### config.mk
export PLATFORM = sky130hd
export DESIGN_NAME = instr_encoder_flat
export DESIGN_NICKNAME = d
export VERILOG_FILES = /design/src/rtl/instr_encoder_if.sv /design/src/rtl/instr_encoder.sv /design/src/flat_wrapper.sv
export SDC_FILE = /design/constraint.sdc
export NUM_CORES = 1
export LEC_CHECK = 0
export CORE_UTILIZATION = 37
export CTS_CLUSTER_DIAMETER = 120
export DETAILED_ROUTE_END_ITERATION = 16
export PLACE_DENSITY_LB_ADDON = 0.3
export SLEW_MARGIN = 20
export SYNTH_ARGS = -nofsm -noshare
export SYNTH_HDL_FRONTEND = slang
export SYNTH_SLANG_ARGS = --single-unit
### constraint.sdc
create_clock -name clk -period 1.85 [get_ports clk]
set_input_delay 0.555 -clock clk [delete_from_list [all_inputs] [get_ports clk]]
set_output_delay 0.555 -clock clk [all_outputs]
set_load 0.01 [all_outputs]
### src/rtl/instr_encoder_if.sv
// -----------------------------------------------------------------------------
// instr_encoder_if
//
// Operand-bundle handshake between an instruction producer and instr_encoder.
// The producer presents one instruction per transfer as an operation ID plus
// raw MIPS operand fields. A transfer happens on a rising clock edge where
// in_valid and in_ready are both high.
//
// Signals:
//   in_valid  producer -> encoder  bundle valid
//   in_ready  encoder  -> producer encoder can accept this cycle
//   in_last   producer -> encoder  bundle is the final instruction
//   op_id     producer -> encoder  operation select (5 bits)
//   rs/rt/rd/sa producer -> encoder register and shift-amount fields
//   imm       producer -> encoder  16-bit I-type immediate
//   target    producer -> encoder  26-bit J-type target
//
// Modports: master = producer side, slave = encoder side.
// -----------------------------------------------------------------------------
interface instr_encoder_if;
    logic        in_valid;
    logic        in_ready;
    logic        in_last;
    logic [4:0]  op_id;
    logic [4:0]  rs;
    logic [4:0]  rt;
    logic [4:0]  rd;
    logic [4:0]  sa;
    logic [15:0] imm;
    logic [25:0] target;

    modport master (
        output in_valid, in_last, op_id, rs, rt, rd, sa, imm, target,
        input  in_ready
    );

    modport slave (
        input  in_valid, in_last, op_id, rs, rt, rd, sa, imm, target,
        output in_ready
    );
endinterface

### src/rtl/instr_encoder.sv
// -----------------------------------------------------------------------------
// instr_encoder
//
// Builds programs for the single-cycle MIPS core in hardware. Each accepted
// operand bundle is encoded into a 32-bit MIPS word and written to instruction
// memory at sequential word addresses starting at BASE_ADDR.
//
// Parameters:
//   BASE_ADDR  byte address of the first written word
//   ADDR_W     word-index width, capacity DEPTH = 2**ADDR_W words
//
// Ports:
//   clk, rst    clock and synchronous active-high reset
//   start       pulse: clears count/flags and opens a load session
//   in_bus      operand bundle handshake (instr_encoder_if.slave)
//   imem_we     one-cycle write strobe per word
//   imem_addr   byte address BASE_ADDR + 4*index
//   imem_wdata  encoded instruction word
//   count       words written this session (updates as each strobe ends)
//   done        session complete
//   full        capacity reached
//   err         illegal op_id seen
//
// Optional feature (macro INSTR_ENCODER_NOP_PAD_EN):
//   When defined, a final instruction that leaves free slots sends the FSM to
//   a PAD state that fills every remaining index with 32'h0 (sll $0,$0,0),
//   one word per cycle, then finishes with full=1.
// -----------------------------------------------------------------------------
module instr_encoder #(
    parameter logic [31:0] BASE_ADDR = 32'h0000_0000,
    parameter int          ADDR_W    = 8
) (
    input  logic              clk,
    input  logic              rst,
    input  logic              start,
    instr_encoder_if.slave    in_bus,
    output logic              imem_we,
    output logic [31:0]       imem_addr,
    output logic [31:0]       imem_wdata,
    output logic [ADDR_W:0]   count,
    output logic              done,
    output logic              full,
    output logic              err
);

    localparam logic [ADDR_W-1:0] LAST_IDX = '1;

    localparam logic [1:0] KIND_ILL = 2'd0;
    localparam logic [1:0] KIND_R   = 2'd1;
    localparam logic [1:0] KIND_J   = 2'd2;
    localparam logic [1:0] KIND_I   = 2'd3;

`ifdef INSTR_ENCODER_NOP_PAD_EN
    typedef enum logic [2:0] {ST_IDLE, ST_RUN, ST_DONE, ST_ERR, ST_PAD} state_t;
`else
    typedef enum logic [1:0] {ST_IDLE, ST_RUN, ST_DONE, ST_ERR} state_t;
`endif

    // ------------------------------------------------------------------
    // Op table: encoding class and funct/opcode field for every op_id.
    // ------------------------------------------------------------------
    function automatic logic [1:0] op_kind(input int op);
        if (op < 16)
            return KIND_R;
        else if (op == 16)
            return KIND_J;
        else if (op <= 27)
            return KIND_I;
        else
            return KIND_ILL;
    endfunction

    function automatic logic [5:0] op_field(input int op);
        case (op)
            0:       return 6'd0;   // sll
            1:       return 6'd2;   // srl
            2:       return 6'd3;   // sra
            3:       return 6'd4;   // sllv
            4:       return 6'd6;   // srlv
            5:       return 6'd7;   // srav
            6:       return 6'd32;  // add
            7:       return 6'd33;  // addu
            8:       return 6'd34;  // sub
            9:       return 6'd35;  // subu
            10:      return 6'd36;  // and
            11:      return 6'd37;  // or
            12:      return 6'd38;  // xor
            13:      return 6'd39;  // nor
            14:      return 6'd42;  // slt
            15:      return 6'd43;  // sltu
            16:      return 6'd2;   // j
            17:      return 6'd4;   // beq
            18:      return 6'd5;   // bne
            19:      return 6'd8;   // addi
            20:      return 6'd9;   // addiu
            21:      return 6'd10;  // slti
            22:      return 6'd11;  // sltiu
            23:      return 6'd12;  // andi
            24:      return 6'd13;  // ori
            25:      return 6'd14;  // xori
            26:      return 6'd35;  // lw
            27:      return 6'd43;  // sw
            default: return 6'd0;
        endcase
    endfunction

    logic [5:0] field_tbl [32];
    logic [1:0] kind_tbl  [32];

    genvar gi;
    generate
        for (gi = 0; gi < 32; gi++) begin : g_op_tbl
            assign field_tbl[gi] = op_field(gi);
            assign kind_tbl[gi]  = op_kind(gi);
        end
    endgenerate

    // ------------------------------------------------------------------
    // Combinational encoder for the bundle currently on the bus.
    // ------------------------------------------------------------------
    logic [5:0]  field_sel;
    logic [1:0]  kind_sel;
    logic [4:0]  rs_eff;
    logic [4:0]  sa_eff;
    logic [31:0] enc_word;
    logic        op_legal;

    always_comb begin
        field_sel = field_tbl[in_bus.op_id];
        kind_sel  = kind_tbl[in_bus.op_id];
        // Constant shifts (sll/srl/sra) have no rs operand; every other
        // R-type op has no shift amount.
        rs_eff    = (in_bus.op_id <= 5'd2) ? 5'd0 : in_bus.rs;
        sa_eff    = (in_bus.op_id <= 5'd2) ? in_bus.sa : 5'd0;
        enc_word  = 32'h0;
        op_legal  = 1'b1;
        case (kind_sel)
            KIND_R:  enc_word = {6'b0, rs_eff, in_bus.rt, in_bus.rd, sa_eff, field_sel};
            KIND_J:  enc_word = {field_sel, in_bus.target};
            KIND_I:  enc_word = {field_sel, in_bus.rs, in_bus.rt, in_bus.imm};
            default: op_legal = 1'b0;
        endcase
    end

    // ------------------------------------------------------------------
    // State and output registers
    // ------------------------------------------------------------------
    state_t            state_reg,    state_next;
    logic [ADDR_W-1:0] idx_reg,      idx_next;
    logic              in_ready_reg, in_ready_next;
    logic              we_reg,       we_next;
    logic [31:0]       addr_reg,     addr_next;
    logic [31:0]       wdata_reg,    wdata_next;
    logic [ADDR_W:0]   count_reg,    count_next;
    logic              done_reg,     done_next;
    logic              full_reg,     full_next;
    logic              err_reg,      err_next;

    logic              fire;
    logic [31:0]       slot_addr;

    assign fire      = in_bus.in_valid & in_ready_reg;
    assign slot_addr = BASE_ADDR + (32'(idx_reg) << 2);

    always_ff @(posedge clk) begin
        if (rst) begin
            state_reg    <= ST_IDLE;
            idx_reg      <= '0;
            in_ready_reg <= 1'b0;
            we_reg       <= 1'b0;
            addr_reg     <= BASE_ADDR;
            wdata_reg    <= 32'h0;
            count_reg    <= '0;
            done_reg     <= 1'b0;
            full_reg     <= 1'b0;
            err_reg      <= 1'b0;
        end else begin
            state_reg    <= state_next;
            idx_reg      <= idx_next;
            in_ready_reg <= in_ready_next;
            we_reg       <= we_next;
            addr_reg     <= addr_next;
            wdata_reg    <= wdata_next;
            count_reg    <= count_next;
            done_reg     <= done_next;
            full_reg     <= full_next;
            err_reg      <= err_next;
        end
    end

    always_comb begin
        state_next = state_reg;
        idx_next   = idx_reg;
        we_next    = 1'b0;
        addr_next  = addr_reg;
        wdata_next = wdata_reg;
        // count follows the strobe: a word is counted as its strobe cycle ends.
        count_next = count_reg + (ADDR_W + 1)'(we_reg);
        done_next  = done_reg;
        full_next  = full_reg;
        err_next   = err_reg;

        if (start) begin
            // Overrides everything, including a transfer in this same cycle
            // and the count increment of a strobe that is just finishing.
            state_next = ST_RUN;
            idx_next   = '0;
            count_next = '0;
            done_next  = 1'b0;
            full_next  = 1'b0;
            err_next   = 1'b0;
        end else begin
            case (state_reg)
                ST_RUN: begin
                    if (fire) begin
                        if (op_legal) begin
                            we_next    = 1'b1;
                            addr_next  = slot_addr;
                            wdata_next = enc_word;
                            idx_next   = idx_reg + ADDR_W'(1);
                            // Last slot wins over in_last: both end with full=1.
                            if (idx_reg == LAST_IDX) begin
                                state_next = ST_DONE;
                                done_next  = 1'b1;
                                full_next  = 1'b1;
                            end else if (in_bus.in_last) begin
`ifdef INSTR_ENCODER_NOP_PAD_EN
                                state_next = ST_PAD;
`else
                                state_next = ST_DONE;
                                done_next  = 1'b1;
`endif
                            end
                        end else begin
                            state_next = ST_ERR;
                            err_next   = 1'b1;
                        end
                    end
                end
`ifdef INSTR_ENCODER_NOP_PAD_EN
                ST_PAD: begin
                    we_next    = 1'b1;
                    addr_next  = slot_addr;
                    wdata_next = 32'h0;
                    idx_next   = idx_reg + ADDR_W'(1);
                    if (idx_reg == LAST_IDX) begin
                        state_next = ST_DONE;
                        done_next  = 1'b1;
                        full_next  = 1'b1;
                    end
                end
`endif
                default: begin
                    // IDLE, DONE and ERR hold until start.
                    state_next = state_reg;
                end
            endcase
        end

        // Registered ready: it reflects the state entered at this edge.
        in_ready_next = (state_next == ST_RUN);
    end

    assign in_bus.in_ready = in_ready_reg;
    assign imem_we         = we_reg;
    assign imem_addr       = addr_reg;
    assign imem_wdata      = wdata_reg;
    assign count           = count_reg;
    assign done            = done_reg;
    assign full            = full_reg;
    assign err             = err_reg;

endmodule

### src/flat_wrapper.sv
// flat-port wrapper written by rule: the top's interface ports become plain ports
module instr_encoder_flat 
#(
    parameter logic [31:0] BASE_ADDR = 32'h0000_0000,
    parameter int          ADDR_W    = 8
)
  (clk, rst, start, imem_we, imem_addr, imem_wdata, count, done, full, err, in_bus_in_valid, in_bus_in_last, in_bus_op_id, in_bus_rs, in_bus_rt, in_bus_rd, in_bus_sa, in_bus_imm, in_bus_target, in_bus_in_ready);
  instr_encoder_if in_bus_i ();
  input  logic clk;
  input  logic rst;
  input  logic start;
  output logic imem_we;
  output logic [31:0] imem_addr;
  output logic [31:0] imem_wdata;
  output logic [ADDR_W:0] count;
  output logic done;
  output logic full;
  output logic err;
  input wire logic [$bits(in_bus_i.in_valid)-1:0] in_bus_in_valid;
  input wire logic [$bits(in_bus_i.in_last)-1:0] in_bus_in_last;
  input wire logic [$bits(in_bus_i.op_id)-1:0] in_bus_op_id;
  input wire logic [$bits(in_bus_i.rs)-1:0] in_bus_rs;
  input wire logic [$bits(in_bus_i.rt)-1:0] in_bus_rt;
  input wire logic [$bits(in_bus_i.rd)-1:0] in_bus_rd;
  input wire logic [$bits(in_bus_i.sa)-1:0] in_bus_sa;
  input wire logic [$bits(in_bus_i.imm)-1:0] in_bus_imm;
  input wire logic [$bits(in_bus_i.target)-1:0] in_bus_target;
  output wire logic [$bits(in_bus_i.in_ready)-1:0] in_bus_in_ready;
  assign in_bus_i.in_valid = in_bus_in_valid;
  assign in_bus_i.in_last = in_bus_in_last;
  assign in_bus_i.op_id = in_bus_op_id;
  assign in_bus_i.rs = in_bus_rs;
  assign in_bus_i.rt = in_bus_rt;
  assign in_bus_i.rd = in_bus_rd;
  assign in_bus_i.sa = in_bus_sa;
  assign in_bus_i.imm = in_bus_imm;
  assign in_bus_i.target = in_bus_target;
  assign in_bus_in_ready = in_bus_i.in_ready;
  instr_encoder #(.BASE_ADDR(BASE_ADDR), .ADDR_W(ADDR_W)) u_core (.clk(clk), .rst(rst), .start(start), .in_bus(in_bus_i), .imem_we(imem_we), .imem_addr(imem_addr), .imem_wdata(imem_wdata), .count(count), .done(done), .full(full), .err(err));
endmodule
==> changes_impl.md <==
## Flow update

* Hold slack final at around 0.45 ns
* Final WL at between 10,000 and 15,000 um
* TritonCTS Buffers at 9
* DRC Markers at 0
* DR pass1 iterations at 8
* Tool warning count at 36
* Maximum vdd ir drop at slightly below 300 uV
* DP Wirelength at 7110 um
* Leak Pwr at 1.95 nW
* Switching Power at around 770 uW
* Status: finished clean
* F_max at around 550 MHz
* Logic area at 1750 sq um
* H-tree levels at 3
* Syn avg cell area at 8.83 sq um
* Die H at between 90 and 100 um
* Cycle use final at a little over nine tenths
* Yosys Chip Area at around 3200 sq um
* Setup slack at placement at -0.607 ns
* Detailed Route Iter0 Violations at 171
* Worst hold path type: reg -> reg
[routing by layer]
| layer | GRT usage [%] | wire length [um] | vias to the layer above | share of wire (%) |
|---|---|---|---|---|
| met2 | 35.0 | 5250 | 139 | 51 |
| met3 | 3.54 | 570 | 22 | 5.5 |
| met5 | 0 | 0 | - | 0 |
| met1 | 25.1 | 4260 | 1553 | 41 |
| li1 | - | - | 1599 | - |
| met4 | 9.22 | 222 | 0 | 2.2 |
[layout make-up]
type / instances / share of cell area [%]
multi-input cells: 265 / 33.9
repair buffers: 178 / 34.9
clock inverters: 4 / 0.871
flip-flops and latches: 63 / 24.4
well taps: 105 / 2.54
inverters: 9 / 0.653
clock buffers: 12 / 2.81
[cells by family (layout without fill, tap and decap cells)]
group	after synthesis	after routing	share of synthesized area, %
AND/OR/NAND/NOR	122	123	18.3
AND-OR/OR-AND	89	89	21.6
flip-flops	63	63	39.6
buffers and inverters	58	203	10.9
adder cells (fa/ha/maj)	14	14	5.50
XOR/XNOR	11	11	3.02
multiplexers	3	3	0.982
other	1	25	0.118
[layout by cell type, fill, tap and decap left out, types with 4 or more instances in the layout]
cell type / synthesis / final
a211oi_1: 19 / 16
a21oi_1: 22 / 21
a221oi_2: 3 / 5
a222oi_1: 12 / 12
a32oi_1: 5 / 5
buf_12: 0 / 6
buf_4: 28 / 39
buf_6: 2 / 5
clkbuf_16: 0 / 4
clkbuf_8: 0 / 10
clkdlybuf4s50_1: 0 / 115
conb_1: 1 / 25
dfxtp_1: 63 / 62
dlygate4sd2_1: 0 / 5
ha_1: 14 / 13
inv_1: 9 / 7
nand2_1: 26 / 26
nand3_1: 11 / 11
nor2_1: 50 / 50
nor3_1: 9 / 8
o21ai_0: 5 / 5
xnor2_1: 8 / 8
[worst paths after layout]
check | start | to | slack (ns) | cells after the start
hold / removal | u_core.imem_addr[6]$_SDFFE_PP0P_ | u_core.imem_addr[6]$_SDFFE_PP0P_ | 0.45 | 2
hold reg to reg | u_core.imem_addr[6]$_SDFFE_PP0P_ | u_core.imem_addr[6]$_SDFFE_PP0P_ | 0.45 | 2
setup reg to reg | u_core.in_bus.in_ready$_SDFF_PP0_ | u_core.imem_wdata[3]$_SDFFE_PP0P_ | 0.29 | 7
setup / recovery | in_bus_op_id[3] | u_core.imem_wdata[8]$_SDFFE_PP0P_ | 0.02 | 7
[metrics by stage]
stage	setup TNS (ns)	area, sq um	cells
detailed placement	-22.28	4710	605
global placement	-20.18	4710	605
floorplan	0	3280	385
global route	-0.0157	5170	636
finish	0	5170	636
CTS	-0.00241	4930	623
[timing repair]
item	CTS	global route
cloned	1	5
gates resized	11	21
buffers inserted	1	8
setup endpoints to repair	43	38
pin swaps	7	9
[worst max-delay path, stage by stage]
cell,delay (ns)
dlygate4sd2_1,0.30
buf_4,0.18
nor4bb_4,0.36
buf_4,0.18
clkbuf_16,0.14
a222oi_1,0.09
a211oi_1,0.27
[power groups by stage]
stage	Clock, mW	Sequential, mW	Combinational, mW
after detailed placement	0	1.41	0.482
after floorplan	0	1.42	0.223
after CTS	1.20	1.38	0.485
after global routing	1.27	1.38	0.547
final	1.18	1.38	0.513
after global placement	0	1.41	0.476
metal_stack.png
(4 px per um) Only two layers are drawn.
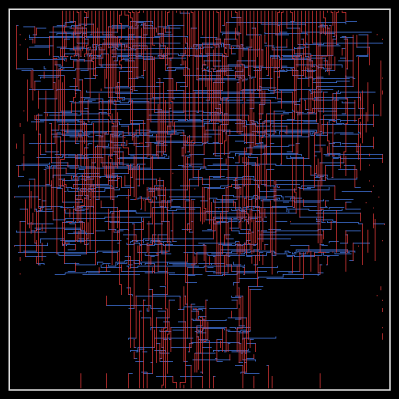
met2 -> red  # wire length 5,250 um
met1 -> blue  # wire length 4,260 um
via count: 3,313
global-route usage over all layers: 20.5%

final_placement.png
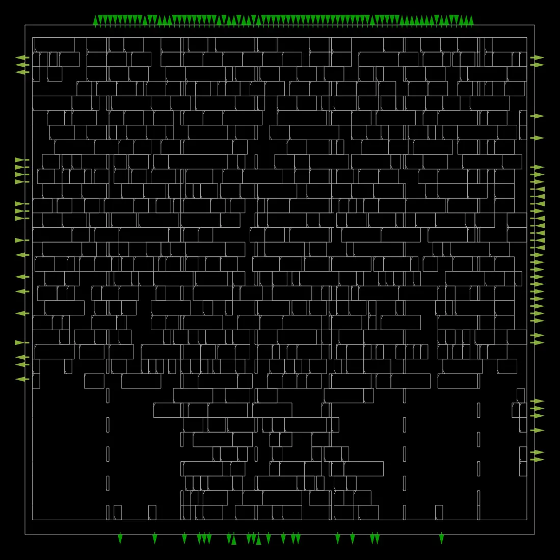
filler cell count in the final layout: 683
count of flip-flops and latches: 63
Tap Count: 105
Rows: 33
Core ar.: 8260 sq um

cell_classes.png
(3 px per um)
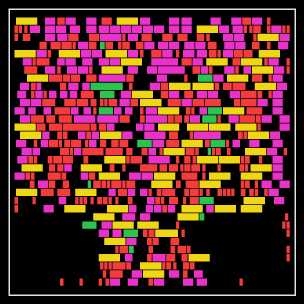
all other logic -> red  # cells 274
other buffers and delay cells -> magenta  # cells 178
clock drivers and dummy loads -> green  # cells 16
flip-flops -> yellow  # cells 63

No activity file was given, so power comes from the tool's default toggle rates.
